### src/rtl/msx_bus_event_fifo_if.sv
// Port bundle for msx_bus_event_fifo: the MSX bus sample on one side and the
// Pi-side word port on the other.
interface msx_bus_event_fifo_if #(
    parameter int DEPTH_LOG2 = 4
);
    logic [15:0]         a;
    logic [7:0]          d_in;
    logic                rd;
    logic                wr;
    logic                mreq;
    logic                iorq;
    logic                sltsl;
    logic                pi_req;
    logic                pi_sel;
    logic                ovf_clr;
    logic [15:0]         pi_data;
    logic                pi_ack;
    logic                atn;
    logic [DEPTH_LOG2:0] level;

    modport master (
        output a, d_in, rd, wr, mreq, iorq, sltsl, pi_req, pi_sel, ovf_clr,
        input  pi_data, pi_ack, atn, level
    );

    modport slave (
        input  a, d_in, rd, wr, mreq, iorq, sltsl, pi_req, pi_sel, ovf_clr,
        output pi_data, pi_ack, atn, level
    );
endinterface

### src/rtl/msx_bus_event_fifo.sv
// Captures completed MSX cartridge bus cycles (slot memory and I/O) into a
// circular queue that the Raspberry Pi drains over a four-phase req/ack port.
module msx_bus_event_fifo #(
    parameter int DEPTH_LOG2 = 4
) (
    input logic                 clk,
    input logic                 reset,
    msx_bus_event_fifo_if.slave bus
);
    localparam int DEPTH = 1 << DEPTH_LOG2;
    localparam int PW    = DEPTH_LOG2 + 1;
    localparam logic [PW-1:0] PTR_ONE = PW'(1);

    typedef enum logic [1:0] {
        ST_IDLE = 2'd0,
        ST_ACK  = 2'd1,
        ST_DONE = 2'd2
    } hs_state_t;

    // Entry layout: [25:10] addr, [9] kind, [8] dir, [7:0] data.
    function automatic logic [15:0] status_word(input logic [9:0] entry_lo,
                                                input logic ovf,
                                                input logic empty);
        logic [15:0] w;
        if (empty) begin
            w = {2'b00, ovf, 1'b1, 4'h0, 8'hFF};
        end else begin
            w = {entry_lo[8], entry_lo[9], ovf, 1'b0, 4'h0, entry_lo[7:0]};
        end
        return w;
    endfunction

    logic              rd_q_r, wr_q_r;
    logic [7:0]        d_q_r;
    logic [15:0]       addr_lat_r;
    logic              kind_lat_r, dir_lat_r, busy_r;
    logic [25:0]       mem_r [DEPTH];
    logic [PW-1:0]     wr_ptr_r, rd_ptr_r, level_r;
    logic              atn_r, ovf_r;
    hs_state_t         state_r, state_nxt_s;
    logic [15:0]       pi_data_r;
    logic              pi_ack_r, lat_sel_r, lat_nonempty_r;

    logic              sel_s, st_s, st_q_s, start_s, push_s;
    logic              empty_s, full_s, pop_s, latch_s, wr_en_s, drop_s;
    logic [PW-1:0]     wr_ptr_nxt_s, rd_ptr_nxt_s, level_nxt_s;
    logic [25:0]       head_s;
    logic [15:0]       pi_word_s;

    assign sel_s   = (!bus.sltsl && !bus.mreq) || !bus.iorq;
    assign st_s    = bus.rd & bus.wr;
    assign st_q_s  = rd_q_r & wr_q_r;
    assign start_s = st_q_s && !st_s && sel_s;
    assign push_s  = busy_r && st_s;

    // Pointers carry one extra wrap bit so full and empty differ only in the MSB.
    assign empty_s = (wr_ptr_r == rd_ptr_r);
    assign full_s  = (wr_ptr_r[PW-1] != rd_ptr_r[PW-1]) &&
                     (wr_ptr_r[PW-2:0] == rd_ptr_r[PW-2:0]);
    assign head_s  = mem_r[rd_ptr_r[PW-2:0]];

    // Bus strobe history and per-cycle address/kind/dir capture.
    always_ff @(posedge clk) begin
        if (reset) begin
            rd_q_r     <= 1'b1;
            wr_q_r     <= 1'b1;
            d_q_r      <= 8'h00;
            addr_lat_r <= 16'h0000;
            kind_lat_r <= 1'b0;
            dir_lat_r  <= 1'b0;
            busy_r     <= 1'b0;
        end else begin
            rd_q_r <= bus.rd;
            wr_q_r <= bus.wr;
            d_q_r  <= bus.d_in;
            if (start_s) begin
                addr_lat_r <= bus.a;
                kind_lat_r <= ~bus.iorq;
                dir_lat_r  <= ~bus.rd;
                busy_r     <= 1'b1;
            end else if (push_s) begin
                busy_r <= 1'b0;
            end else begin
                busy_r <= busy_r;
            end
        end
    end

    // Next pointer values; a push into a full queue only lands if a pop frees the slot.
    always_comb begin
        wr_ptr_nxt_s = wr_ptr_r;
        rd_ptr_nxt_s = rd_ptr_r;
        wr_en_s      = 1'b0;
        drop_s       = 1'b0;
        if (push_s && (!full_s || pop_s)) begin
            wr_en_s      = 1'b1;
            wr_ptr_nxt_s = wr_ptr_r + PTR_ONE;
        end else if (push_s) begin
            drop_s = 1'b1;
        end else begin
            drop_s = 1'b0;
        end
        if (pop_s) begin
            rd_ptr_nxt_s = rd_ptr_r + PTR_ONE;
        end else begin
            rd_ptr_nxt_s = rd_ptr_r;
        end
        level_nxt_s = wr_ptr_nxt_s - rd_ptr_nxt_s;
    end

    // Queue pointers, occupancy and sticky overflow (a drop beats a clear).
    always_ff @(posedge clk) begin
        if (reset) begin
            wr_ptr_r <= '0;
            rd_ptr_r <= '0;
            level_r  <= '0;
            atn_r    <= 1'b0;
            ovf_r    <= 1'b0;
        end else begin
            wr_ptr_r <= wr_ptr_nxt_s;
            rd_ptr_r <= rd_ptr_nxt_s;
            level_r  <= level_nxt_s;
            atn_r    <= (level_nxt_s != '0);
            if (drop_s) begin
                ovf_r <= 1'b1;
            end else if (bus.ovf_clr) begin
                ovf_r <= 1'b0;
            end else begin
                ovf_r <= ovf_r;
            end
        end
    end

    // Entry storage; contents need no reset since the pointers define validity.
    always_ff @(posedge clk) begin
        if (!reset && wr_en_s) begin
            mem_r[wr_ptr_r[PW-2:0]] <= {addr_lat_r, kind_lat_r, dir_lat_r, d_q_r};
        end
    end

    // Word offered to the Pi, sampled only on the IDLE to ACK transition.
    always_comb begin
        pi_word_s = 16'hFFFF;
        if (bus.pi_sel) begin
            pi_word_s = status_word(head_s[9:0], ovf_r, empty_s);
        end else if (empty_s) begin
            pi_word_s = 16'hFFFF;
        end else begin
            pi_word_s = head_s[25:10];
        end
    end

    // Handshake next-state; the pop waits until DONE so a read is never lost mid-transfer.
    always_comb begin
        state_nxt_s = state_r;
        latch_s     = 1'b0;
        pop_s       = 1'b0;
        case (state_r)
            ST_IDLE: begin
                if (bus.pi_req) begin
                    state_nxt_s = ST_ACK;
                    latch_s     = 1'b1;
                end else begin
                    state_nxt_s = ST_IDLE;
                end
            end
            ST_ACK: begin
                if (!bus.pi_req) begin
                    state_nxt_s = ST_DONE;
                end else begin
                    state_nxt_s = ST_ACK;
                end
            end
            ST_DONE: begin
                state_nxt_s = ST_IDLE;
                pop_s       = lat_sel_r && lat_nonempty_r && !empty_s;
            end
            default: begin
                state_nxt_s = ST_IDLE;
            end
        endcase
    end

    // Handshake state, registered acknowledge and latched word.
    always_ff @(posedge clk) begin
        if (reset) begin
            state_r        <= ST_IDLE;
            pi_ack_r       <= 1'b0;
            pi_data_r      <= 16'hFFFF;
            lat_sel_r      <= 1'b0;
            lat_nonempty_r <= 1'b0;
        end else begin
            state_r  <= state_nxt_s;
            pi_ack_r <= (state_nxt_s == ST_ACK);
            if (latch_s) begin
                pi_data_r      <= pi_word_s;
                lat_sel_r      <= bus.pi_sel;
                lat_nonempty_r <= !empty_s;
            end else begin
                pi_data_r      <= pi_data_r;
                lat_sel_r      <= lat_sel_r;
                lat_nonempty_r <= lat_nonempty_r;
            end
        end
    end

    assign bus.pi_data = pi_data_r;
    assign bus.pi_ack  = pi_ack_r;
    assign bus.atn     = atn_r;
    assign bus.level   = level_r;
endmodule

### src/flat_wrapper.sv
// flat-port wrapper written by rule: the top's interface ports become plain ports
module msx_bus_event_fifo_flat 
#(
    parameter int DEPTH_LOG2 = 4
)
  (clk, reset, bus_a, bus_d_in, bus_rd, bus_wr, bus_mreq, bus_iorq, bus_sltsl, bus_pi_req, bus_pi_sel, bus_ovf_clr, bus_pi_data, bus_pi_ack, bus_atn, bus_level);
  msx_bus_event_fifo_if #(.DEPTH_LOG2(DEPTH_LOG2)) bus_i ();
  input logic clk;
  input logic reset;
  input wire logic [$bits(bus_i.a)-1:0] bus_a;
  input wire logic [$bits(bus_i.d_in)-1:0] bus_d_in;
  input wire logic [$bits(bus_i.rd)-1:0] bus_rd;
  input wire logic [$bits(bus_i.wr)-1:0] bus_wr;
  input wire logic [$bits(bus_i.mreq)-1:0] bus_mreq;
  input wire logic [$bits(bus_i.iorq)-1:0] bus_iorq;
  input wire logic [$bits(bus_i.sltsl)-1:0] bus_sltsl;
  input wire logic [$bits(bus_i.pi_req)-1:0] bus_pi_req;
  input wire logic [$bits(bus_i.pi_sel)-1:0] bus_pi_sel;
  input wire logic [$bits(bus_i.ovf_clr)-1:0] bus_ovf_clr;
  output wire logic [$bits(bus_i.pi_data)-1:0] bus_pi_data;
  output wire logic [$bits(bus_i.pi_ack)-1:0] bus_pi_ack;
  output wire logic [$bits(bus_i.atn)-1:0] bus_atn;
  output wire logic [$bits(bus_i.level)-1:0] bus_level;
  assign bus_i.a = bus_a;
  assign bus_i.d_in = bus_d_in;
  assign bus_i.rd = bus_rd;
  assign bus_i.wr = bus_wr;
  assign bus_i.mreq = bus_mreq;
  assign bus_i.iorq = bus_iorq;
  assign bus_i.sltsl = bus_sltsl;
  assign bus_i.pi_req = bus_pi_req;
  assign bus_i.pi_sel = bus_pi_sel;
  assign bus_i.ovf_clr = bus_ovf_clr;
  assign bus_pi_data = bus_i.pi_data;
  assign bus_pi_ack = bus_i.pi_ack;
  assign bus_atn = bus_i.atn;
  assign bus_level = bus_i.level;
  msx_bus_event_fifo #(.DEPTH_LOG2(DEPTH_LOG2)) u_core (.clk(clk), .reset(reset), .bus(bus_i));
endmodule
### config.mk
export PLATFORM = sky130hd
export DESIGN_NAME = msx_bus_event_fifo_flat
export DESIGN_NICKNAME = d
export VERILOG_FILES = /design/src/rtl/msx_bus_event_fifo_if.sv /design/src/rtl/msx_bus_event_fifo.sv /design/src/flat_wrapper.sv
export SDC_FILE = /design/constraint.sdc
export NUM_CORES = 1
export LEC_CHECK = 0
export ABC_AREA = 1
export CAP_MARGIN = 5
export CELL_PAD_IN_SITES_DETAIL_PLACEMENT = 2
export CELL_PAD_IN_SITES_GLOBAL_PLACEMENT = 2
export CORE_MARGIN = 2
export CORE_UTILIZATION = 25
export CTS_BUF_LIST = sky130_fd_sc_hd__clkbuf_4 sky130_fd_sc_hd__clkbuf_8
export CTS_CLUSTER_DIAMETER = 40
export CTS_CLUSTER_SIZE = 28
export DETAILED_ROUTE_END_ITERATION = 8
export PLACE_DENSITY = 0.48
export RECOVER_POWER = 50
export SLEW_MARGIN = 0
export SYNTH_ARGS = -nofsm -noshare
export SYNTH_HDL_FRONTEND = slang
export SYNTH_SLANG_ARGS = --single-unit
### constraint.sdc
create_clock -name clk -period 3.7 [get_ports clk]
set_input_delay 0.37 -clock clk [delete_from_list [all_inputs] [get_ports clk]]
set_output_delay 0.37 -clock clk [all_outputs]
set_load 0.01 [all_outputs]
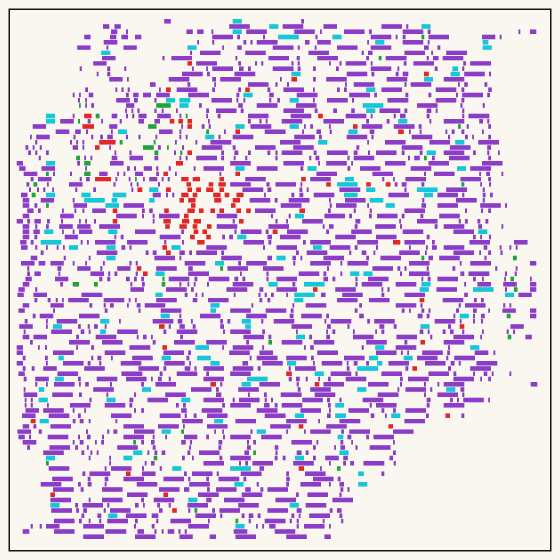
(images/drive_strength.png)
[drive 6 and up] cyan | cells: 137
[drive 1 or less] purple | cells: 1474
[drive 3 to 4] red | cells: 98
[drive 2] green | cells: 46
Worst Slack Setup Final: 0.751 ns
Layout area overhead: 22.4%
Finished Cell Area: 23200 um2
non-clock buffer count: 109

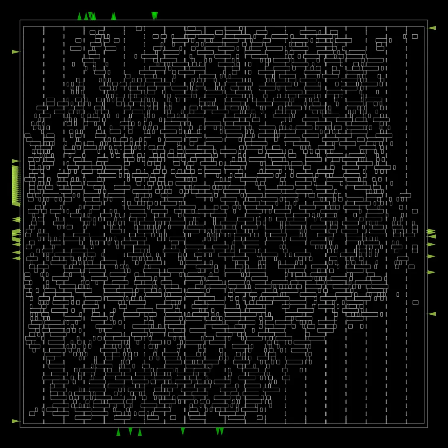
(images/final_placement.png)
Well Taps: 969
Final Util: 31.0%
# fillers: 7830
Core Area: 74700 um2
flop share of the area: 59.6%

==> results.cfg <==
; yosys + openroad results
[yosys]
yosys_most_used_dff = edfxtp_1
most_common_cell = edfxtp_1
ys_area_um2 = 18900
top_area_share_pct = 66.0

[setup_path]
required_ns = 4.27
crit_path_end = u_core.bus.atn
crit_buf_inv = 2
ff2ff_path_depth = 16
path_cells = inv_1, nand2_1, nand2_1, nor2_1, nand3_2, nand2_1, xor2_1, ha_1, inv_1, fa_1, nand2_1, nand2_1, a21oi_1, nand3_1, nand3_1, nand2_1

[hold_path]
hold_start = bus_d_in[1]

[clocking]
cts_root_buf = clkbuf_8
clockBufferDepth = 3

[detailed_routing]
wl_per_cell_um = 24.1
m1WireLength_mm = 31.0
ant_nets = 0
drt_first_pass_iters = 5

[power_and_ir_drop]
switching_share_pct = 23.7
p_leak_nw = 7.90
total_power_mw = 12.8

[final_layout]
clk_share_pct = 9.96
seq_cells = 482
lay_top_count = edfxtp_1
finalNetCount = 1713

[placement]
io_buffers = 56

[die]
rows = 100

[grt]
use_met1_pct = 22.9
grt_max_degree = 210
grt_util_met3_pct = 3.04

[job]
drv_cap = 0

[sta]
setup-violations-final = 0
rsz0062_at_grt = false

[outcome]
outcome = finished, final reports clean
